<file path="src/rtl/regfile_wb_arbiter.sv">
// regfile_wb_arbiter: shares one registered register-file write port among NUM_REQ writeback sources
module regfile_wb_arbiter #(
  parameter int NUM_REQ = 3,
  parameter int AW = 5,
  parameter int DW = 32,
  parameter bit RR_EN = 1'b1,
  parameter int CW = 16,
  localparam int GW = $clog2(NUM_REQ)
) (
  input  logic                  clk,
  input  logic                  rst,
  input  logic                  wb_hold,
  input  logic [NUM_REQ-1:0]    req_valid,
  input  logic [NUM_REQ*AW-1:0] req_addr,
  input  logic [NUM_REQ*DW-1:0] req_data,
  output logic [NUM_REQ-1:0]    req_ready,
  output logic                  wr_en,
  output logic [AW-1:0]         wr_addr,
  output logic [DW-1:0]         wr_data,
  output logic [GW-1:0]         last_grant,
  output logic [CW-1:0]         conflict_cnt
);
  logic [GW-1:0] rr_ptr, gnt;
  logic gnt_v;
  // descending scan so the first valid index at or after rr_ptr wins
  always_comb begin
    int i;
    i = 0;
    gnt = '0;
    gnt_v = 1'b0;
    for (int k = NUM_REQ-1; k >= 0; k--) begin
      i = (int'(rr_ptr) + k) % NUM_REQ;
      if (req_valid[i]) begin
        gnt = GW'(i);
        gnt_v = 1'b1;
      end
    end
    gnt_v = gnt_v & rst & ~wb_hold;
  end
  assign req_ready = gnt_v ? NUM_REQ'(1) << gnt : '0;
  always_ff @(posedge clk or negedge rst) begin
    if (!rst) begin
      wr_en <= 1'b0;
      wr_addr <= '0;
      wr_data <= '0;
      last_grant <= '0;
      rr_ptr <= '0;
      conflict_cnt <= '0;
    end else begin
      wr_en <= gnt_v;
      if (gnt_v) begin
        wr_addr <= req_addr[gnt*AW +: AW];
        wr_data <= req_data[gnt*DW +: DW];
        last_grant <= gnt;
        if (RR_EN) rr_ptr <= (gnt == GW'(NUM_REQ-1)) ? '0 : gnt + 1'b1;
      end
      if ($countones(req_valid) >= 2 && conflict_cnt != '1) conflict_cnt <= conflict_cnt + 1'b1;
    end
  end
endmodule

</file>
<file path="config.mk">
export PLATFORM = sky130hd
export DESIGN_NAME = regfile_wb_arbiter
export DESIGN_NICKNAME = d
export VERILOG_FILES = /design/src/rtl/regfile_wb_arbiter.sv
export SDC_FILE = /design/constraint.sdc
export NUM_CORES = 1
export LEC_CHECK = 0
export CORE_MARGIN = 2
export CORE_UTILIZATION = 23
export DETAILED_ROUTE_END_ITERATION = 10
export PLACE_DENSITY_LB_ADDON = 0.15
export SYNTH_ARGS = -nofsm -noshare
export SYNTH_HDL_FRONTEND = slang
export SYNTH_SLANG_ARGS = --single-unit
</file>
<file path="constraint.sdc">
create_clock -name clk -period 5.9 [get_ports clk]
set_input_delay 1.475 -clock clk [delete_from_list [all_inputs] [get_ports clk]]
set_output_delay 1.475 -clock clk [all_outputs]
set_load 0.02 [all_outputs]
</file>
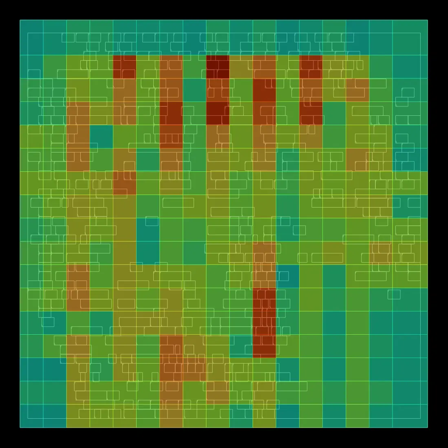
(congestion heat map)
per-cell routed wire length: 16.54 µm
layer with the highest usage: met2
GR Util met3: 4.292%

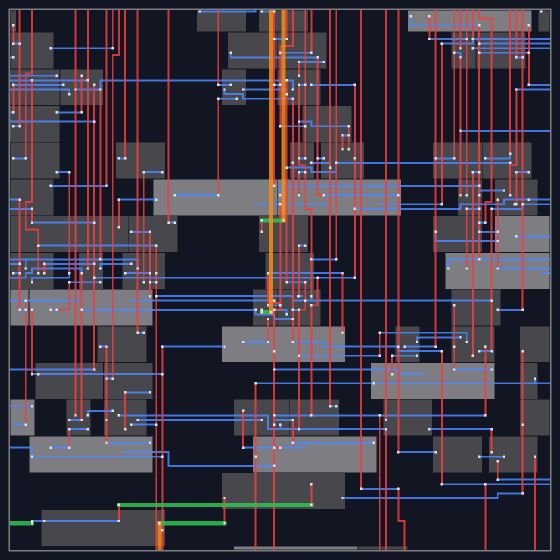
(a small window of the routed layout)
Region (40, 65) to (80, 105) µm. Cells in grey, sequential cells in the stronger grey; small squares are vias.
colour	layer
blue	met1
red	met2
orange	met4
green	met3
sequential cells in the window	9
netlist names of flops here include	wr_addr (4), wr_data (4)
most frequent	clkdlybuf4s50_1 (23), a32oi_1 (9), dfrtp_1 (9)
cells with their middle in the window	57

==> flow_summary.yaml <==
# flow metrics
power:
  powerDensity_mw_per_mm2: 470.5
  clkPwrFrac_pct: 20.5
  switching_share_pct: 39.00
  seq_power_mw: 0.662
  power.total_mw: 2.533
  power_leader: "combinational logic"
  power.share.combinational_pct: 53.4
  pg_comb_mw: 1.35
  switchingPower_mw: 0.9877
  p_int_mw: 1.545
route:
  vias: 3033
  drtIter0Drc: 109
  ant_nets: 0
  post-route-drc-count: 0
  drtPass1Iterations: 5
flow_run:
  warnings: 29
cts:
  cts_tree: "done"
  h-tree-depth: 3
  cts_resized: 0
  post_cts_buffers: 0
  cts_sinks: 58
  insertion_delay_ns: 0.32
  clockRootBuffer: "clkbuf_16"
  cts_buffer_depth: 2
finish:
  n_antenna_cell: 0
  non_clock_inverter_count: 4
  fin_nets: 584
  nClkBuffers: 12
  signal_buffers: 184
  fillCellCount: 1321
  ff_count: 58
  layout.nonclk_buf_share_pct: 33.71
  clk_share_pct: 5.463
  drive_gt1_share_pct: 7.759
  area_delta_synth_final_pct: 71.53
  comb_area_mm2: 0.001588
  final_util_pct: 40.49
  seqAreaFraction_pct: 26.96
global_route:
  grt_pass1_vias: 3084
  overflow: 0
  antenna_found_initial: 0
  gr-usage-all-layers_pct: 14.36
setup_path:
  start_kind: "primary input"
  cp.arrival_ns: 3.74
  reg2reg_from: "rr_ptr[1]"
  r2r_setup_slack_ns: 3.20
  r2r_cells: 7
  cp.required_ns: 4.43
  crit_family: "buffers and inverters"
  worst-path-stages: 7
  crit_path_cell_trace: "clkdlybuf4s50_1, mux2i_2, o21ai_2, o41ai_4, inv_1, and3_1, clkdlybuf4s50_1"
  cp_slowest_cell: "clkdlybuf4s50_1"
  r2r-end: "last_grant[1]"
  cp-startpoint: "req_valid[1]"
  crit_path_end: "req_ready[2]"
  critPathMaxStageDelay_ns: 0.54
place:
  io_buffers: 175
  place_congestion: 0.8938
  dp_hpwl_um: 7675
  place_inst: 626
floorplanning:
  rows: 42
  die_y_um: 120.8
  coreArea_mm2: 0.01330
sta:
  rsz0062_at_grt: "false"
  finalCritPeriodShare_pct: 88.38
  slew_viol_final: 0
  fmax_mhz: 191.8
  max_slew_margin_pct: 48.50
  hold_viol_final: 0
  setup_slack_ns: 0.6858
  min_period_ns: 5.214
  setup_tns_ns: 0
synthesis:
  ys_cells: 288
  async_flop_share_pct: 100.0
  yosys-stat-area_mm2: 0.003138
  ys_sh_simple_pct: 8.293
  syn_nets: 411
  synth_area_mm2: 0.003138
  ys_ff: 58
  syn_inst: 288
  edf_count: 0
  postSynthSeqShare_pct: 46.25
worst_hold_path:
  holdPathEnd: "wr_data[18]"
outcome:
  outcome: "finished clean"
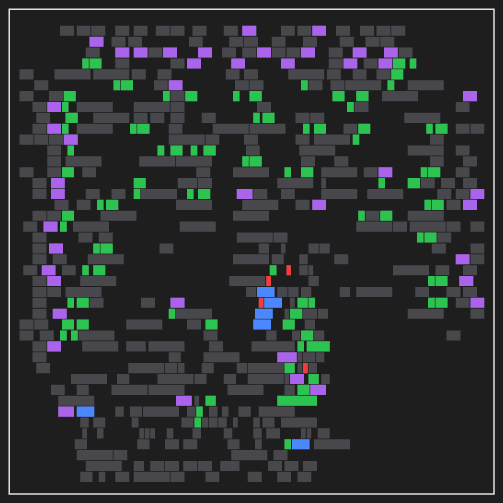
(logic cells by family)
Scale: 4 px per µm.
colour	family	cells	most used
red	inverters	4	inv_1
green	inverting AOI/OAI gates	90	a32oi_1
blue	adder and majority cells	6	ha_1
purple	multiplexers	43	mux2i_1
Top cell excl fill/tap: clkdlybuf4s50_1
logic share of the area: 29.50%
Layout Cells excl Fill: 640

cells in the mapped netlist, types with 3 or more instances:
cell type,count
nor2_1,7
o21ai_0,30
buf_2,6
clkbuf_1,11
o21ai_1,9
xor2_1,5
xnor2_1,9
dfrtp_1,58
inv_1,4
ha_1,6
nand4_1,5
nand2_1,8
a21o_1,3
mux2_2,4
a32oi_1,37
mux2i_1,38
nand3_1,7
nand2b_1,4
a21oi_1,5
flip-flops by register name, indices dropped and copies added (netlist names):
name          flops
wr_data          32
conflict_cnt     16
wr_addr           5
last_grant        2
rr_ptr            2
wr_en             1
metal layers:
| metal | wire [µm] | global-route usage [%] |
|---|---|---|
| met5 | 0 | 0 |
| met2 | 5191 | 24.15 |
| met4 | 193 | 4.869 |
| met1 | 4457 | 17.47 |
| met3 | 743 | 4.292 |
Power figures rest on the tool's default switching activity, not on a simulated workload.
